`config.mk`:
```
export PLATFORM = sky130hd
export DESIGN_NAME = cpu_input_port_flat
export DESIGN_NICKNAME = d
export VERILOG_FILES = /design/src/rtl/cpu_input_port_if.sv /design/src/rtl/cpu_input_port.sv /design/src/flat_wrapper.sv
export SDC_FILE = /design/constraint.sdc
export NUM_CORES = 1
export LEC_CHECK = 0
export CORE_MARGIN = 2
export CORE_UTILIZATION = 33
export DETAILED_ROUTE_END_ITERATION = 7
export HOLD_SLACK_MARGIN = 0.02
export SETUP_SLACK_MARGIN = 0.15
export SLEW_MARGIN = 20
export SYNTH_ARGS = -nofsm -noshare
export SYNTH_HDL_FRONTEND = slang
export SYNTH_SLANG_ARGS = --single-unit
```
`constraint.sdc`:
```
create_clock -name clk -period 1.96 [get_ports clk]
set_input_delay 0.294 -clock clk [delete_from_list [all_inputs] [get_ports clk]]
set_output_delay 0.294 -clock clk [all_outputs]
set_load 0.005 [all_outputs]
```
`src/rtl/cpu_input_port_if.sv`:
```
// CPU-side read/status bundle of the input port.
// irq is present only when CPU_INPUT_PORT_IRQ_EN is defined.
`timescale 1ns/1ps
interface cpu_input_port_if #(
    parameter int DATA_W = 16,
    parameter int DEPTH  = 4
);
    localparam int CW = $clog2(DEPTH) + 1;

    logic              rd_en;
    logic [DATA_W-1:0] rd_data;
    logic              rd_valid;
    logic [CW-1:0]     count;
    logic              full;
    logic              overflow;
    logic              ovf_clr;
`ifdef CPU_INPUT_PORT_IRQ_EN
    logic              irq;
`endif

    modport master (
        output rd_en, ovf_clr,
`ifdef CPU_INPUT_PORT_IRQ_EN
        input  irq,
`endif
        input  rd_data, rd_valid, count, full, overflow
    );

    modport slave (
        input  rd_en, ovf_clr,
`ifdef CPU_INPUT_PORT_IRQ_EN
        output irq,
`endif
        output rd_data, rd_valid, count, full, overflow
    );
endinterface

```
`src/rtl/cpu_input_port.sv`:
```
// Strobe-captured input FIFO feeding the CPU (show-ahead read).
// Macro CPU_INPUT_PORT_IRQ_EN adds a registered irq output.
`timescale 1ns/1ps
module cpu_input_port #(
    parameter int DATA_W      = 16,
    parameter int DEPTH       = 4,
    parameter int SYNC_STAGES = 2
) (
    input  logic              clk,
    input  logic              reset,
    input  logic [DATA_W-1:0] input_pin,
    input  logic              input_enable,
    cpu_input_port_if.slave   bus
);
    localparam int AW = $clog2(DEPTH);
    localparam int CW = AW + 1;

    logic [SYNC_STAGES-1:0] sync_q;
    logic                   prev_q;
    logic                   push;
    logic                   pop;
    logic                   wr;
    logic                   drop;
    logic                   full;
    logic                   valid;
    logic [AW-1:0]          wr_ptr;
    logic [AW-1:0]          rd_ptr;
    logic [CW-1:0]          count;
    logic                   overflow;
    logic [DATA_W-1:0]      mem [DEPTH];

    // Edge detect after the synchroniser: one push per rising strobe
    always_ff @(posedge clk or negedge reset) begin
        if (!reset) begin
            sync_q <= '0;
            prev_q <= 1'b0;
        end else begin
            sync_q <= {sync_q[SYNC_STAGES-2:0], input_enable};
            prev_q <= sync_q[SYNC_STAGES-1];
        end
    end

    assign push  = sync_q[SYNC_STAGES-1] & ~prev_q;
    assign full  = (count == CW'(DEPTH));
    assign valid = (count != '0);
    assign pop   = bus.rd_en & valid;
    // A pop on the same edge frees the slot, so a full push still lands
    assign wr    = push & (~full | pop);
    assign drop  = push & full & ~pop;

    always_ff @(posedge clk) begin
        if (wr)
            mem[wr_ptr] <= input_pin;
    end

    always_ff @(posedge clk or negedge reset) begin
        if (!reset) begin
            wr_ptr   <= '0;
            rd_ptr   <= '0;
            count    <= '0;
            overflow <= 1'b0;
        end else begin
            if (wr)
                wr_ptr <= wr_ptr + AW'(1);
            if (pop)
                rd_ptr <= rd_ptr + AW'(1);
            if (wr && !pop)
                count <= count + CW'(1);
            else if (pop && !wr)
                count <= count - CW'(1);
            if (drop)
                overflow <= 1'b1;
            else if (bus.ovf_clr)
                overflow <= 1'b0;
        end
    end

`ifdef CPU_INPUT_PORT_IRQ_EN
    logic irq_q;

    always_ff @(posedge clk or negedge reset) begin
        if (!reset)
            irq_q <= 1'b0;
        else
            irq_q <= valid | overflow;
    end

    assign bus.irq = irq_q;
`endif

    assign bus.rd_data  = valid ? mem[rd_ptr] : '0;
    assign bus.rd_valid = valid;
    assign bus.count    = count;
    assign bus.full     = full;
    assign bus.overflow = overflow;
endmodule

```
`src/flat_wrapper.sv`:
```
// flat-port wrapper written by rule: the top's interface ports become plain ports
module cpu_input_port_flat 
#(
    parameter int DATA_W      = 16,
    parameter int DEPTH       = 4,
    parameter int SYNC_STAGES = 2
)
  (clk, reset, input_pin, input_enable, bus_rd_en, bus_ovf_clr, bus_rd_data, bus_rd_valid, bus_count, bus_full, bus_overflow);
  cpu_input_port_if #(.DATA_W(DATA_W), .DEPTH(DEPTH)) bus_i ();
  input  logic clk;
  input  logic reset;
  input  logic [DATA_W-1:0] input_pin;
  input  logic input_enable;
  input wire logic [$bits(bus_i.rd_en)-1:0] bus_rd_en;
  input wire logic [$bits(bus_i.ovf_clr)-1:0] bus_ovf_clr;
  output wire logic [$bits(bus_i.rd_data)-1:0] bus_rd_data;
  output wire logic [$bits(bus_i.rd_valid)-1:0] bus_rd_valid;
  output wire logic [$bits(bus_i.count)-1:0] bus_count;
  output wire logic [$bits(bus_i.full)-1:0] bus_full;
  output wire logic [$bits(bus_i.overflow)-1:0] bus_overflow;
  assign bus_i.rd_en = bus_rd_en;
  assign bus_i.ovf_clr = bus_ovf_clr;
  assign bus_rd_data = bus_i.rd_data;
  assign bus_rd_valid = bus_i.rd_valid;
  assign bus_count = bus_i.count;
  assign bus_full = bus_i.full;
  assign bus_overflow = bus_i.overflow;
  cpu_input_port #(.DATA_W(DATA_W), .DEPTH(DEPTH), .SYNC_STAGES(SYNC_STAGES)) u_core (.clk(clk), .reset(reset), .input_pin(input_pin), .input_enable(input_enable), .bus(bus_i));
endmodule
```
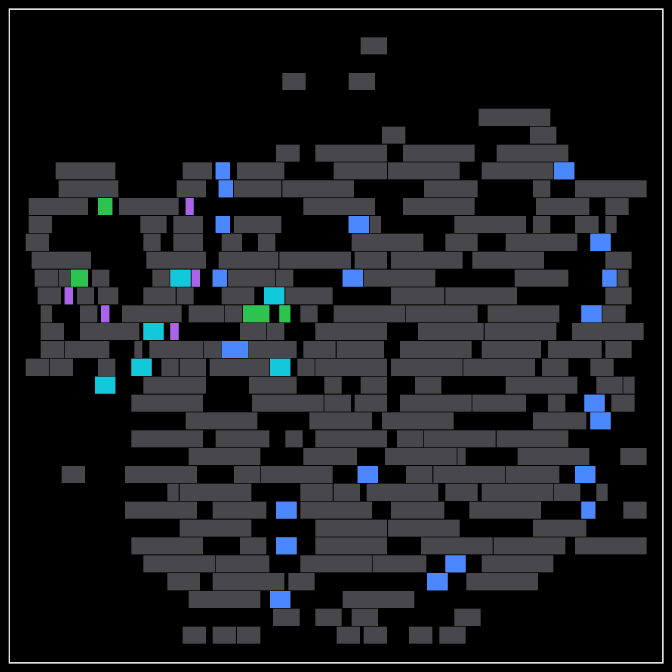
(gate-type map)
Cyan stands for xor and xnor cells, cells 6, where left middle. Green stands for nand cells, cells 4. Purple stands for inv cells, cells 5, where left middle. Blue stands for and/or cells, cells 21.
final cell count without fillers: 346
most frequent logic cell in the layout: edfxtp_1
Comb/total area: 18.3%

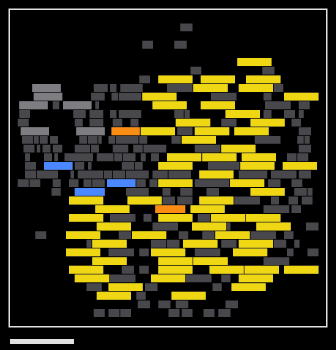
(sequential cells grouped by signal name)
Bar = 20 um. Other sequential cells in the stronger gray, the rest of the logic in the fainter gray.
Orange stands for u_core.rd_ptr, flops 2. Yellow stands for u_core.mem, flops 64. Blue stands for u_core.bus.count, flops 3.
Another 6 sequential cells are not colored.
fin util: 48.2%
fraction of area in registers: 52.1%
Sequential Power: 2.08 mW

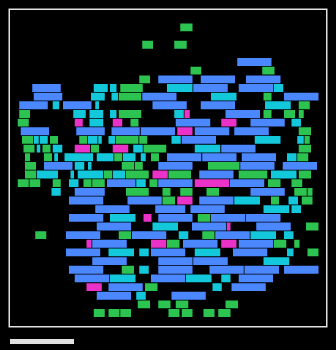
(cell classes on the final placement)
Bar = 20 um.
Cyan stands for remaining logic cells, cells 64. Magenta stands for clock drivers and dummy loads, cells 16. Green stands for remaining buffers and delay cells, cells 83. Blue stands for sequential cells, cells 75.
post-route cell area: 4230 um^2
row count: 34
Core ar.: 8760 um^2

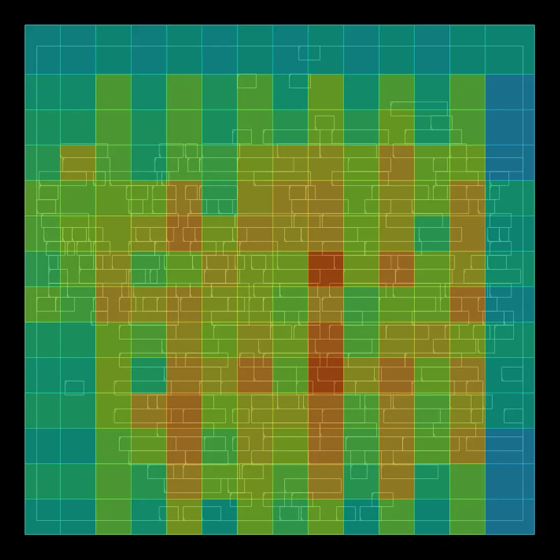
(congestion heat map)
Total GRT Usage: 12.0%
gr busiest metal: met2
global routing met2 resource utilization: 20.0%
drt wl/cell: 15.9 um

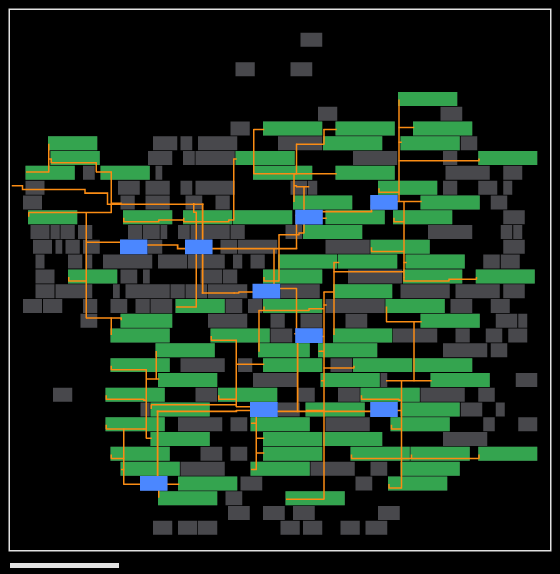
(clock distribution)
Bar = 20 um.
Blue stands for clock-net drivers, count 9. Orange stands for clock wires, length 856 um. Green stands for flip-flops, count 75.
There are 10 routed clock nets.
Clock power frac: 19.2%
Latency at later pin: 0.34 ns
Worst Skew: 0.0141 ns
clk pwr: 1.15 mW

==> results.cfg <==
; synthesis and place-and-route metrics
[synth]
adder_share_pct = 2.75
area_leaders = edfxtp_1 64%, dfrtp_1 9.2%, mux4_1 7.0%
ys_sh_mux_pct = 13.8
netlist_area_um2 = 3000
ys_area_um2 = 3000
synth_nets = 172
ys_top_logic_family = multiplexers
most_common_cell = edfxtp_1
yosysSeqAreaShare_pct = 73.3
xor_share_pct = 1.75
synthAoiAreaFrac_pct = 0.459
yosys_warnings = 0
yosysTopAreaCell = edfxtp_1
flop_cell = edfxtp_1
ys_cells = 145
ys_types = 24
synth.top_cell.area_share_pct = 64.1

[cells_and_area]
logic_gates = 59
fillers = 755
largest_class = registers
nNonClkBuffers = 83
n_all_inverters = 5
clk_share_pct = 4.53
design.seq.count = 75
final_nets = 260
n_clock_buffer = 10

[floorplan]
nWellTaps = 108
fp.dieW_um = 99.3
initCoreUtil_pct = 34.2

[detailed_routing]
wl_mm = 5.52
vias = 1571
drtPass1Iterations = 4

[worst_setup_path]
r2r_cells = 9
endpoint_kind = output pin
crit_fanout = 6
slowest_delay_ns = 0.49
path_common_cell = buf_6
crit_family = multiplexers
path_cells = clkbuf_16, buf_6, mux4_2, and2_4, buf_6
cp.arrival_ns = 1.80
path_class = reg -> out

[global_routing]
grt_pass1_wl_mm = 8.80
gr-total-overflow = 0
grt_start_max_net_pins = 17

[clock_network]
cts_tree = built
clockBufferDepth = 2
clkTransAtPathRegs_ns = 0.08

[worst_hold_path]
hold_path_class = in -> async

[power]
powerDensity_nw_per_um2 = 1420
p_int_mw = 4.42
peakVddDrop_mv = 0.611
p_seq_share_pct = 34.5
p_sw_share_pct = 26.4
p_comb_share_pct = 46.2
total_power_mw = 6.01

[place]
io_buffers = 42
dp_slack_ns = -0.133

[final_timing]
clock.fmax_ghz = 0.478
slew_headroom_pct = 64.9
setup_violations = 17
period_minus_slack_ns = 2.09
fin_ws_ns = -0.133

[status]
violations = negative setup slack
status = finished with violations
[metal layers]
layer	wire, um	part of all wire [%]	vias to the layer above
li1	-	-	731
met3	281	5.1	6
met5	0	0	-
met4	43	0.78	0
met2	2800	51	41
met1	2390	43	793
[flip-flops by register name (all words and copies together), names as in the netlist]
name / flops
u_core.bus.count: 3
u_core.sync_q: 2
u_core.bus.overflow: 1
u_core.mem: 64
u_core.wr_ptr: 2
u_core.rd_ptr: 2
u_core.prev_q: 1
[power by group through the flow]
stage               Clock (mW)  Combinational, mW  Sequential, mW
floorplan                    0               1.06            2.09
global placement             0               2.07            2.08
detailed placement           0               2.09            2.09
CTS                       1.18               2.67            2.08
global route              1.24               2.99            2.10
finish                    1.15               2.78            2.08
[final timing paths]
check	start	to	slack, ns
max	u_core.rd_ptr[0]$_DFFE_PN0N_	bus_rd_data[14]	-0.13
min	reset	u_core.bus.overflow$_DFFE_PN0P_	0.30
max reg2reg	u_core.bus.count[2]$_DFFE_PN0P_	u_core.bus.count[2]$_DFFE_PN0P_	-0.01
min reg2reg	u_core.sync_q[0]$_DFF_PN0_	u_core.sync_q[1]$_DFF_PN0_	0.36
max in group asynchronous	reset	u_core.rd_ptr[0]$_DFFE_PN0N_	1.28
min in group clk	u_core.sync_q[0]$_DFF_PN0_	u_core.sync_q[1]$_DFF_PN0_	0.36
[metrics by stage]
step,setup TNS (ns),utilization (%),cells,instance area (um^2),hold slack (ns)
after CTS,-2.33,47.6,345,4180,0.309
after detailed placement,-0.946,42.9,308,3760,0.341
after floorplan,-0.0351,-,145,3040,-0.00159
after global placement,-0.671,42.9,308,3760,0.336
after global routing,-2.93,48.2,346,4230,0.328
final,-1.62,48.2,346,4230,0.296
Power and IR drop assume default switching activity.
